==> config.mk <==
export PLATFORM = sky130hd
export DESIGN_NAME = hid_kbd_event_decoder
export DESIGN_NICKNAME = d
export VERILOG_FILES = /design/src/rtl/hid_kbd_pkg.sv /design/src/rtl/hid_kbd_event_decoder_fifo.sv /design/src/rtl/hid_kbd_event_decoder.sv
export SDC_FILE = /design/constraint.sdc
export NUM_CORES = 1
export LEC_CHECK = 0
export ABC_AREA = 1
export CORE_ASPECT_RATIO = 0.9
export CORE_MARGIN = 2
export CORE_UTILIZATION = 52
export DETAILED_ROUTE_END_ITERATION = 8
export PLACE_DENSITY = 0.72
export SYNTH_ARGS = -nofsm -noshare
export SYNTH_HDL_FRONTEND = slang
export SYNTH_SLANG_ARGS = --single-unit
==> constraint.sdc <==
create_clock -name clk -period 9.1 [get_ports clk]
set_clock_uncertainty 0.1 [all_clocks]
set_input_delay 0.91 -clock clk [delete_from_list [all_inputs] [get_ports clk]]
set_output_delay 0.91 -clock clk [all_outputs]
set_load 0.02 [all_outputs]
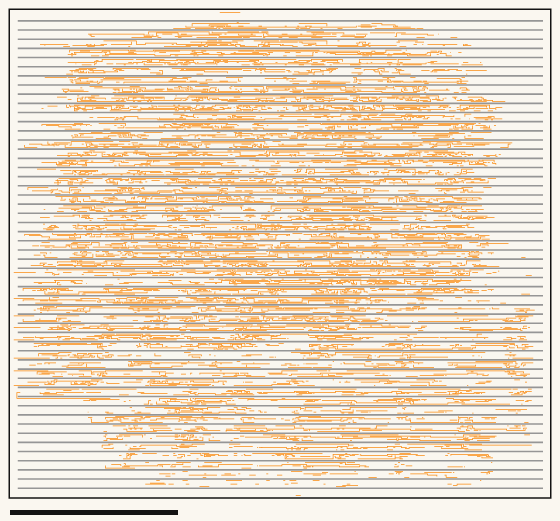
Fig. 1. Met1 routing.
Bar = 50 µm. Supply wires on this layer in gray.
The layer holds 44% of the routed length. The layer carries 15100 µm of wire. The wires run mostly horizontal. 1583 nets have wire on it. The longest straight run is 57.5 µm.
WL final: 34.24 mm
GR Util met1: 42.28%
vias: 10836

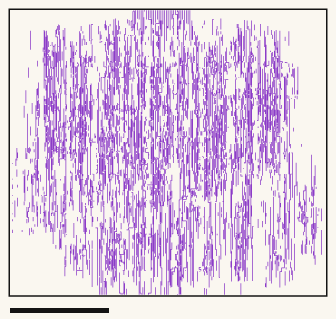
Fig. 2. The metal 2 layer.
Bar = 50 µm.
The longest straight run is 54.4 µm. The layer carries 15000 µm of wire. The layer holds 44% of the routed length.
GR Layer Usage met2: 44.75%

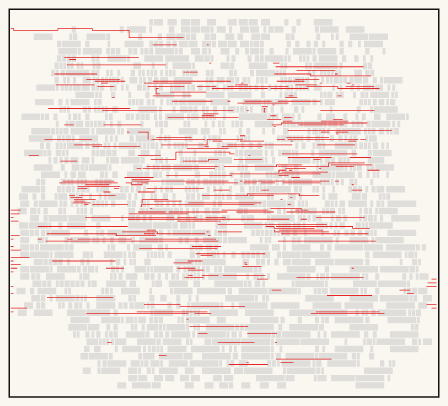
Fig. 3. Signal wires on met3.
172 nets have wire on it. The layer holds 9.3% of the routed length. The layer carries 3180 µm of wire.
met3 Use GR: 4.104%

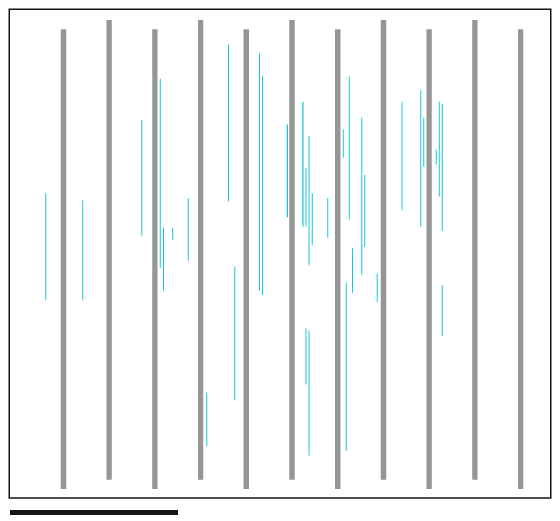
Fig. 4. Metal 4.
Bar = 50 µm. Supply wires on this layer in gray.
The longest straight run is 70.0 µm. 26 nets have wire on it. The wires run mostly vertical. The layer holds 2.9% of the routed length.

==> results.txt <==
yosys + openroad results -> gr ovfl total 0, Startpoint Class register, Post CTS Setup Buffer Count 0, first-pass GRT wire length 52.47 mm, Buf/Inv on CP 4, most frequent cells in the layout nand2_1, nor2_1, o21ai_0, Slew Limit Fails 0, MI comb area between 0.005 and 0.006 mm², die area roughly 0.023 mm², dominant logic cell type in the layout nand2_1, final hold violation count 0, CTS clk-pin slew, worst paths around 0.06 ns, Num CTS Buffers 23, GPL Wtd Cong around 0.9, Peak supply drop approximately 0.22 mV, Reg2Reg Depth 25, Area contributors post-synth dfxtp_1, edfxtp_1, nand2_1, o21ai_0, nor2_1, unrepaired setup endpoints after global routing false, DRT iter0 DRCs about 1100, syn nets about 1700, die width 160.3 µm, CP Class reg2reg, status finished, final reports clean, Final ANT Viol Nets 0, FP Core Util 52.85%, r2r setup slk approximately 3.9 ns, Seq share, synth around 42%, Skew-Pair Late Insertion Delay roughly 0.52 ns, Clock Sinks a little over 200, Sequential Power Share 26.6%, Hold WS around 0.37 ns, Multiplexer share 0%, synth-to-layout area growth 12.75%, core area ~0.022 mm², Crit-path slowest cell dfxtp_1, HP Class reg2reg, clock network power share between 10% and 20%, Least-Margin Pin Slew roughly 1.1 ns, Comb pwr share a little over half, CTS H-tree lvls 1, Crit path arrival time about 5.5 ns, Syn Inst Count approximately 1600, Post-Route Setup TNS 0 ns, DRT Pass-1 Iters 5, Tmin final 5.222 ns, post-layout util slightly below 60%, gr usage total about 29%, Complex Gates by Area between 10% and 20%, final worst slack 3.878 ns
tightest hold or removal path: stages (launching register included):
cell	delay, ns
dfxtp_1	0.31
inv_1	0.06
a21oi_1	0.05
cell families after synthesis:
group,after synthesis
AND-OR/OR-AND,344
XOR/XNOR,43
adder cells (fa/ha/maj),8
buffers and inverters,239
flip-flops,205
AND/OR/NAND/NOR,739
cells in the mapped netlist, drive strengths merged, types with 2 or more instances:
master	number
a22oi	4
edfxtp	72
a21oi	133
ha	7
inv	156
nand3	86
nor2	191
clkbuf	48
o22ai	12
nand3b	3
o21ai	179
buf	33
dfxtp	133
nand4	52
xnor2	7
nor3	7
nand2	389
o211ai	4
clkinv	2
a31oi	9
nor4	8
xor2	36
per-layer routing:
layer	part of all wire (%)	GRT usage, %	vias up
li1	-	-	5285
met1	44	42.28	4984
met2	44	44.75	492
met3	9.3	4.104	75
met4	2.9	8.393	0
met5	0	0	-
cell type report:
class | count | share of cell area (%)
clock buffers | 28 | 4.610
clock inverters | 13 | 0.8832
inverters | 158 | 4.659
multi-input cells | 1134 | 43.08
flip-flops and latches | 205 | 37.44
well taps | 291 | 2.824
repair buffers | 85 | 6.503
through the flow:
step                total power [W]  instances  area (µm²)
floorplan                  0.003090       1578       11430
global placement           0.003714       1873       12180
detailed placement         0.003753       1873       12180
CTS                        0.004646       1914       12890
global route               0.005002       1914       12890
finish                     0.004714       1914       12890
power by group through the flow:
stage	Combinational, W	Sequential (W)	Clock, W
after detailed placement	0.00249	0.00127	0
final	0.00256	0.00125	0.000901
after global routing	0.00280	0.00127	0.000939
after global placement	0.00245	0.00126	0
after floorplan	0.00188	0.00121	0
after CTS	0.00250	0.00125	0.000900
Power figures rest on the tool's default switching activity, not on a simulated workload.
